File: src/rtl/stdp_pkg.sv
// Shared types and helpers for the STDP column: FSM states, spike-time decode, saturating weight math.
// Pure declarations, no timing and no backpressure.
package stdp_pkg;

  typedef enum logic [1:0] {IDLE, TEST, LEARN, DONE} state_t;

  localparam int MAXW = 16;

  // A spike-time field carries "no spike" as a set bit just above the time bits.
  function automatic logic no_spike(input logic [MAXW-1:0] tv, input int tbits);
    logic [MAXW-1:0] sh;
    sh = tv >> tbits;
    return sh[0];
  endfunction

  function automatic logic [MAXW-1:0] sat_inc(input logic [MAXW-1:0] w, input logic [MAXW-1:0] wmax);
    return (w >= wmax) ? wmax : w + MAXW'(1);
  endfunction

  function automatic logic [MAXW-1:0] sat_dec(input logic [MAXW-1:0] w);
    return (w == '0) ? '0 : w - MAXW'(1);
  endfunction

endpackage

File: src/rtl/stdp_neuron.sv
// Integrate-and-fire neuron: sums weights of active inputs each enabled cycle; fire_now is combinational.
// Potential freezes once fired; cleared by clr. No backpressure.
module stdp_neuron #(
  parameter int N_IN   = 16,
  parameter int WBITS  = 3,
  parameter int THRESH = 8,
  parameter int PBITS  = 10
) (
  input  logic                  clk,
  input  logic                  rst_l,
  input  logic                  clr,
  input  logic                  en,
  input  logic [N_IN-1:0]       active,
  input  logic [N_IN*WBITS-1:0] w_row,
  output logic                  fire_now,
  output logic                  fired
);

  logic [PBITS-1:0] pot;
  logic [PBITS-1:0] sum;
  logic [PBITS-1:0] pot_nxt;

  always_comb begin
    sum = '0;
    for (int i = 0; i < N_IN; i++) begin
      if (active[i]) sum = sum + PBITS'(w_row[i*WBITS +: WBITS]);
    end
    pot_nxt  = pot + sum;
    fire_now = en && !fired && (pot_nxt >= PBITS'(THRESH));
  end

  always_ff @(posedge clk or negedge rst_l) begin
    if (!rst_l) begin
      pot   <= '0;
      fired <= 1'b0;
    end else if (clr) begin
      pot   <= '0;
      fired <= 1'b0;
    end else if (en && !fired) begin
      pot <= pot_nxt;
      if (fire_now) fired <= 1'b1;
    end
  end

endmodule

File: src/rtl/stdp_column.sv
// Temporal-coding column: self-timed TEST pass over T_TEST cycles, 1-WTA, optional per-synapse STDP pass.
// done T_TEST+1 (or T_TEST+N_IN+1 when training) cycles after start; start ignored while busy.
module stdp_column
  import stdp_pkg::*;
#(
  parameter int N_IN   = 16,
  parameter int N_NEUR = 8,
  parameter int WBITS  = 3,
  parameter int TBITS  = 3,
  parameter int THRESH = 8,
  parameter int INIT_W = 1,
  parameter int RULE   = 1
) (
  input  logic                        clk,
  input  logic                        rst_l,
  input  logic                        start,
  input  logic                        train,
  input  logic [N_IN*(TBITS+1)-1:0]   in_times,
  output logic                        busy,
  output logic                        done,
  output logic [TBITS:0]              out_time,
  output logic [$clog2(N_NEUR)-1:0]   winner,
  input  logic [$clog2(N_NEUR)-1:0]   rd_neur,
  input  logic [$clog2(N_IN)-1:0]     rd_syn,
  output logic [WBITS-1:0]            rd_w
);

  localparam int WMAX   = 2**WBITS - 1;
  localparam int T_TEST = 2**TBITS;
  localparam int TW     = TBITS + 1;
  localparam int PBITS  = $clog2(N_IN*WMAX*T_TEST + 1);
  localparam int NB     = $clog2(N_NEUR);
  localparam int SB     = $clog2(N_IN);
  localparam int CBITS  = ((TBITS > SB) ? TBITS : SB) + 1;

  state_t               state, nxt;
  logic [CBITS-1:0]     cnt;
  logic [N_IN*TW-1:0]   times_q;
  logic                 train_q;
  logic                 accept, test_en, learn_en;
  logic [N_IN-1:0]      active;
  logic [N_NEUR-1:0]    fire_now, fired;
  logic                 any_fire;
  logic [NB-1:0]        first_idx;
  logic [WBITS-1:0]     w [N_NEUR][N_IN];
  logic [N_IN*WBITS-1:0] w_rows [N_NEUR];
  logic [WBITS-1:0]     w_new [N_NEUR];
  logic [SB-1:0]        s;
  logic [TW-1:0]        ts;
  logic                 x, early, has_win;

  always_ff @(posedge clk or negedge rst_l) begin
    if (!rst_l) state <= IDLE;
    else        state <= nxt;
  end

  always_comb begin
    nxt = state;
    case (state)
      IDLE:    if (start) nxt = TEST;
      TEST:    if (cnt == CBITS'(T_TEST-1)) nxt = train_q ? LEARN : DONE;
      LEARN:   if (cnt == CBITS'(N_IN-1)) nxt = DONE;
      DONE:    nxt = start ? TEST : IDLE;
      default: nxt = IDLE;
    endcase
  end

  always_comb begin
    busy     = (state == TEST) || (state == LEARN);
    done     = (state == DONE);
    accept   = start && ((state == IDLE) || (state == DONE));
    test_en  = (state == TEST);
    learn_en = (state == LEARN);
  end

  // One counter serves as t during TEST and as the synapse index during LEARN.
  always_ff @(posedge clk or negedge rst_l) begin
    if (!rst_l) begin
      cnt     <= '0;
      times_q <= '0;
      train_q <= 1'b0;
    end else if (accept) begin
      cnt     <= '0;
      times_q <= in_times;
      train_q <= train;
    end else if (test_en && cnt == CBITS'(T_TEST-1)) begin
      cnt <= '0;
    end else if (busy) begin
      cnt <= cnt + CBITS'(1);
    end
  end

  always_comb begin
    for (int i = 0; i < N_IN; i++) begin
      active[i] = !no_spike(MAXW'(times_q[i*TW +: TW]), TBITS) &&
                  (times_q[i*TW +: TBITS] <= cnt[TBITS-1:0]);
    end
    for (int j = 0; j < N_NEUR; j++) begin
      for (int i = 0; i < N_IN; i++) w_rows[j][i*WBITS +: WBITS] = w[j][i];
    end
  end

  for (genvar j = 0; j < N_NEUR; j++) begin : g_neur
    stdp_neuron #(.N_IN(N_IN), .WBITS(WBITS), .THRESH(THRESH), .PBITS(PBITS)) u_neur (
      .clk      (clk),
      .rst_l    (rst_l),
      .clr      (accept),
      .en       (test_en),
      .active   (active),
      .w_row    (w_rows[j]),
      .fire_now (fire_now[j]),
      .fired    (fired[j])
    );
  end

  always_comb begin
    any_fire  = 1'b0;
    first_idx = '0;
    for (int j = N_NEUR-1; j >= 0; j--) begin
      if (fire_now[j]) begin
        any_fire  = 1'b1;
        first_idx = NB'(j);
      end
    end
  end

  // Only the first firing cycle captures the winner; out_time MSB doubles as "no winner yet".
  always_ff @(posedge clk or negedge rst_l) begin
    if (!rst_l) begin
      out_time <= {1'b1, {TBITS{1'b0}}};
      winner   <= '0;
    end else if (accept) begin
      out_time <= {1'b1, {TBITS{1'b0}}};
      winner   <= '0;
    end else if (test_en && any_fire && out_time[TBITS]) begin
      out_time <= {1'b0, cnt[TBITS-1:0]};
      winner   <= first_idx;
    end
  end

  assign s       = cnt[SB-1:0];
  assign has_win = !out_time[TBITS];

  always_comb begin
    ts = '1;
    for (int i = 0; i < N_IN; i++) begin
      if (SB'(i) == s) ts = times_q[i*TW +: TW];
    end
    x     = !no_spike(MAXW'(ts), TBITS);
    early = (ts[TBITS-1:0] <= out_time[TBITS-1:0]);
    for (int j = 0; j < N_NEUR; j++) begin
      w_new[j] = w[j][s];
      if (has_win && (NB'(j) == winner)) begin
        if (RULE == 1) w_new[j] = (x && early) ? WBITS'(sat_inc(MAXW'(w[j][s]), MAXW'(WMAX)))
                                               : WBITS'(sat_dec(MAXW'(w[j][s])));
        else           w_new[j] = x ? WBITS'(WMAX) : '0;
      end else if (fired[j]) begin
        if (x) w_new[j] = (RULE == 1) ? WBITS'(sat_dec(MAXW'(w[j][s]))) : '0;
      end else if (x) begin
        w_new[j] = WBITS'(sat_inc(MAXW'(w[j][s]), MAXW'(WMAX)));
      end
    end
  end

  always_ff @(posedge clk or negedge rst_l) begin
    if (!rst_l) begin
      for (int j = 0; j < N_NEUR; j++)
        for (int i = 0; i < N_IN; i++) w[j][i] <= WBITS'(INIT_W);
    end else if (learn_en) begin
      for (int j = 0; j < N_NEUR; j++) w[j][s] <= w_new[j];
    end
  end

  assign rd_w = w[rd_neur][rd_syn];

endmodule

File: config.mk
export PLATFORM = sky130hd
export DESIGN_NAME = stdp_column
export DESIGN_NICKNAME = d
export VERILOG_FILES = /design/src/rtl/stdp_pkg.sv /design/src/rtl/stdp_neuron.sv /design/src/rtl/stdp_column.sv
export SDC_FILE = /design/constraint.sdc
export NUM_CORES = 2
export LEC_CHECK = 0
export CORE_MARGIN = 2
export CORE_UTILIZATION = 50
export DETAILED_ROUTE_END_ITERATION = 8
export HOLD_SLACK_MARGIN = 0.05
export PLACE_DENSITY = 0.71
export SLEW_MARGIN = 10
export SYNTH_ARGS = -nofsm -noshare
export SYNTH_HDL_FRONTEND = slang
export SYNTH_HIERARCHICAL = 1
export SYNTH_SLANG_ARGS = --single-unit
File: constraint.sdc
create_clock -name clk -period 58 [get_ports clk]
set_input_delay 14.5 -clock clk [delete_from_list [all_inputs] [get_ports clk]]
set_output_delay 14.5 -clock clk [all_outputs]
set_load 0.05 [all_outputs]
Fig. 1: floorplan with the power grid
(1 px per µm) Pins as bars on the die edge.
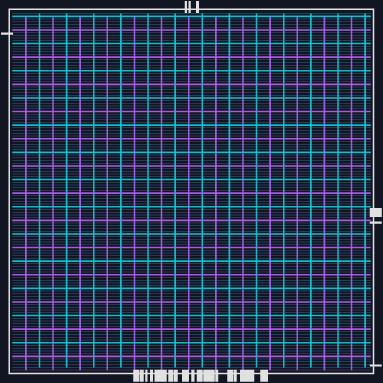
Key: VSS = purple; VDD = cyan
The core has 131 rows. 132 met1 rails follow the rows. 87 signal pins sit on the boundary. 26 straps on met5. 26 straps on met4.
Die Width: 362.7 µm
Core Region: 0.1277 mm²

Fig. 2: clock distribution
(1 px per µm)
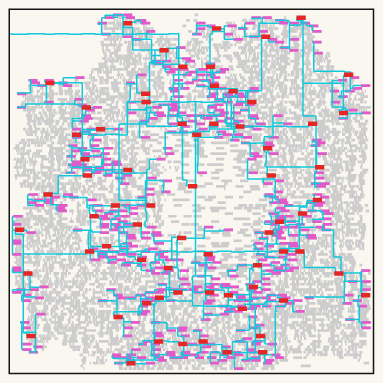
Key: flip-flops = magenta [count 551]; clock wires = cyan [length 9340 µm]; clock drivers = red [count 69]
Position of the flops: widely spread.
Layout Skew: 0.04399 ns
clk latency late pin: 0.73 ns

[worst reg2reg max path, delay by kind of cell, from the launching register on]
family | cells | cell delay, ns
adders and majority gates | 18 | 8.07
AOI/OAI and AO/OA | 21 | 4.22
muxes | 7 | 2.00
DFF | 1 | 1.01
xor gates and xnor gates | 2 | 0.43
and+or+nand+nor | 17 | 2.50
buffers and inverters | 12 | 1.46
[cells by family after synthesis]
kind of cell | after synthesis | share of synthesized area [%]
DFF | 551 | 21.69
adders and majority gates | 665 | 14.42
xor gates and xnor gates | 450 | 7.999
and+or+nand+nor | 2116 | 16.38
muxes | 639 | 15.12
buffers and inverters | 836 | 5.519
AOI/OAI and AO/OA | 1971 | 18.88
[routing by layer]
metal | wire (µm) | global-route usage [%] | vias up
met1 | 96200 | 46.91 | 28500
li1 | - | - | 26120
met2 | 104400 | 55.28 | 2887
met5 | 173 | 0 | -
met4 | 15770 | 20.38 | 26
met3 | 27420 | 11.03 | 704
[sequential cells by signal, indices dropped and copies added, names as in the netlist]
signal               cells
cnt                      5
g_neur.u_neur/fired      8
g_neur.u_neur/pot       80
out_time                 4
state                    2
times_q                 64
train_q                  1
w                      384
winner                   3
[layout by cell type (no fill, tap or decap), types with 61 or more instances in the layout]
cell type / n
a211oi_1: 82
a21o_1: 81
a21oi_1: 583
a31oi_1: 84
buf_4: 86
clkbuf_16: 69
clkdlybuf4s50_1: 81
dfrtp_1: 418
dfstp_2: 129
fa_1: 128
ha_1: 533
inv_1: 559
mux2_2: 237
mux2i_1: 157
mux4_2: 196
nand2_1: 588
nand2b_1: 78
nand3_1: 111
nor2_1: 545
nor2b_1: 254
nor3_1: 100
o21a_1: 82
o21ai_0: 576
o21ai_1: 61
xnor2_1: 272
xor2_1: 77
[area by class of cell]
type	count	area (µm²)	area share, %
well taps	1662	2079	3.007
clock buffers	98	1916	2.770
repair buffers	172	1513	2.188
flip-flops and latches	551	13960	20.18
multi-input cells	5841	47150	68.18
diodes	19	47.55	0.06876
inverters	561	2106	3.045
clock inverters	29	382.9	0.5537
[through the flow]
stage | cells | hold WS, ns | utilization, %
floorplan | 7228 | 0.4685 | -
global placement | 8787 | 0.5031 | 52.32
detailed placement | 8787 | 0.5037 | 52.32
CTS | 8914 | 0.5254 | 54.12
global route | 8916 | 0.5412 | 54.12
finish | 8933 | 0.5257 | 54.15
==> flow_summary.toml <==
# generated from flow reports
[logic_synthesis]
ys_seq_elements = 551
mappedNetlistNets = 7964
synthCells = 7228
ys_cells = 7228
ys_warn_count = 6
ys_top_cells_by_area = "dfrtp_1 16%, ha_1 10%, mux4_2 6.9%, dfstp_2 5.3%, a21oi_1 4.5%"
enable_flop_cells = 0
top_cells_by_count = "588 x nand2_1, 583 x a21oi_1, 578 x nor2_1"
ys_area_mm2 = 0.06432
ys_seq_share_pct = 21.69
netlist.area_leader.share_pct = 16.42
ff_type = "dfrtp_1"
yosys.area.top_type = "dfrtp_1"
avgSynthCellArea_um2 = 8.898
ys_async_sr_fraction_pct = 100.0
top_cell = "nand2_1"
synth.distinct_cells = 136
synth_area_mm2 = 0.06432

[setup_path]
path_buffers = 3
cpPeakStageDelay_ns = 0.82
crit_start = "rd_neur[0]"
setup.worst_path.class = "in -> out"
r2r_end = "winner[1]$_DFFE_PN0P_"
rrSetupSlack_ns = 38.25
crit_chain = "buf_6 > buf_4 > mux4_2 > mux4_2 > mux4_2 > mux2_2 > clkdlybuf4s50_1"
reg2reg_depth = 77
crit_top_cell = "mux4_2"
arrival_ns = 18.65
cp_max_fo = 49
path_depth = 7
slowest_stage = "buf_4"
crit_end = "rd_w[1]"
required_ns = 43.50
cp-end-kind = "output pin"
startpoint_type = "input pin"
reg2reg_from = "cnt[0]$_DFFE_PN0P_"
path_delay_family = "buffers and inverters"

[clock_network]
cts_setup_buffers = 0
cts.path.max_buffers = 3
clock-sinks = 551
cts_hold_buffers = 0
clk_pin_slew_worst_paths_ns = 0.05
clockRootBuffer = "clkbuf_16"
cts_max_level = 3
cts-resized-gates = 0
cts_buffers = 69
cts_tree = "done"

[drt]
routed_wl_mm = 243.9
initialDrtViolationCount = 6372
first_pass_iters = 6
ant_nets = 0
avgRoutedWirePerCell_um = 27.31
drc = 0
via_per_inst = 6.519
vias = 58240

[run]
max_cap_viol_count = 0
warnings = 61

[timing]
finalSetupTns_ns = 0
tightest_slew_ns = 1.249
setup-violations-final = 0
hold_viol = 0
slew_viol_final = 0
fin_ws_ns = 24.85
fmax_mhz = 30.17
relSlewSlack_pct = 16.54
rsz0062_at_grt = "no"
period_needed_ns = 33.15
period_used_pct = 57.15

[placed_design]
place_congestion = 1.081
port_buffers = 86
dp_slack_ns = 24.86
place_hpwl_mm = 185.5
postPlaceCellArea_mm2 = 0.06680

[grt]
antenna_found_initial = 35
grt_start_max_net_pins = 158
globalRoute.totalOverflow = 0
first_global_vias = 55300
grt_util_all_layers_pct = 36.68
grt_pass1_wl_mm = 358.7

[cells_and_area]
area_growth_pct = 7.507
final_area_mm2 = 0.06915
nFillCells = 11460
drive_above_1_share_pct = 15.02
nets = 7932

[die]
pin_count = 87
chip_area_mm2 = 0.1315
num_rows = 131
initial_utilization_pct = 50.37

[run_status]
status = "completed"

[hold_path]
hold_path_end = "g_neur[0].u_neur/pot[7]$_DFFE_PN0P_"
hold_class = "reg -> reg"
min_path_cells = 2
hold_start = "g_neur[0].u_neur/pot[7]$_DFFE_PN0P_"
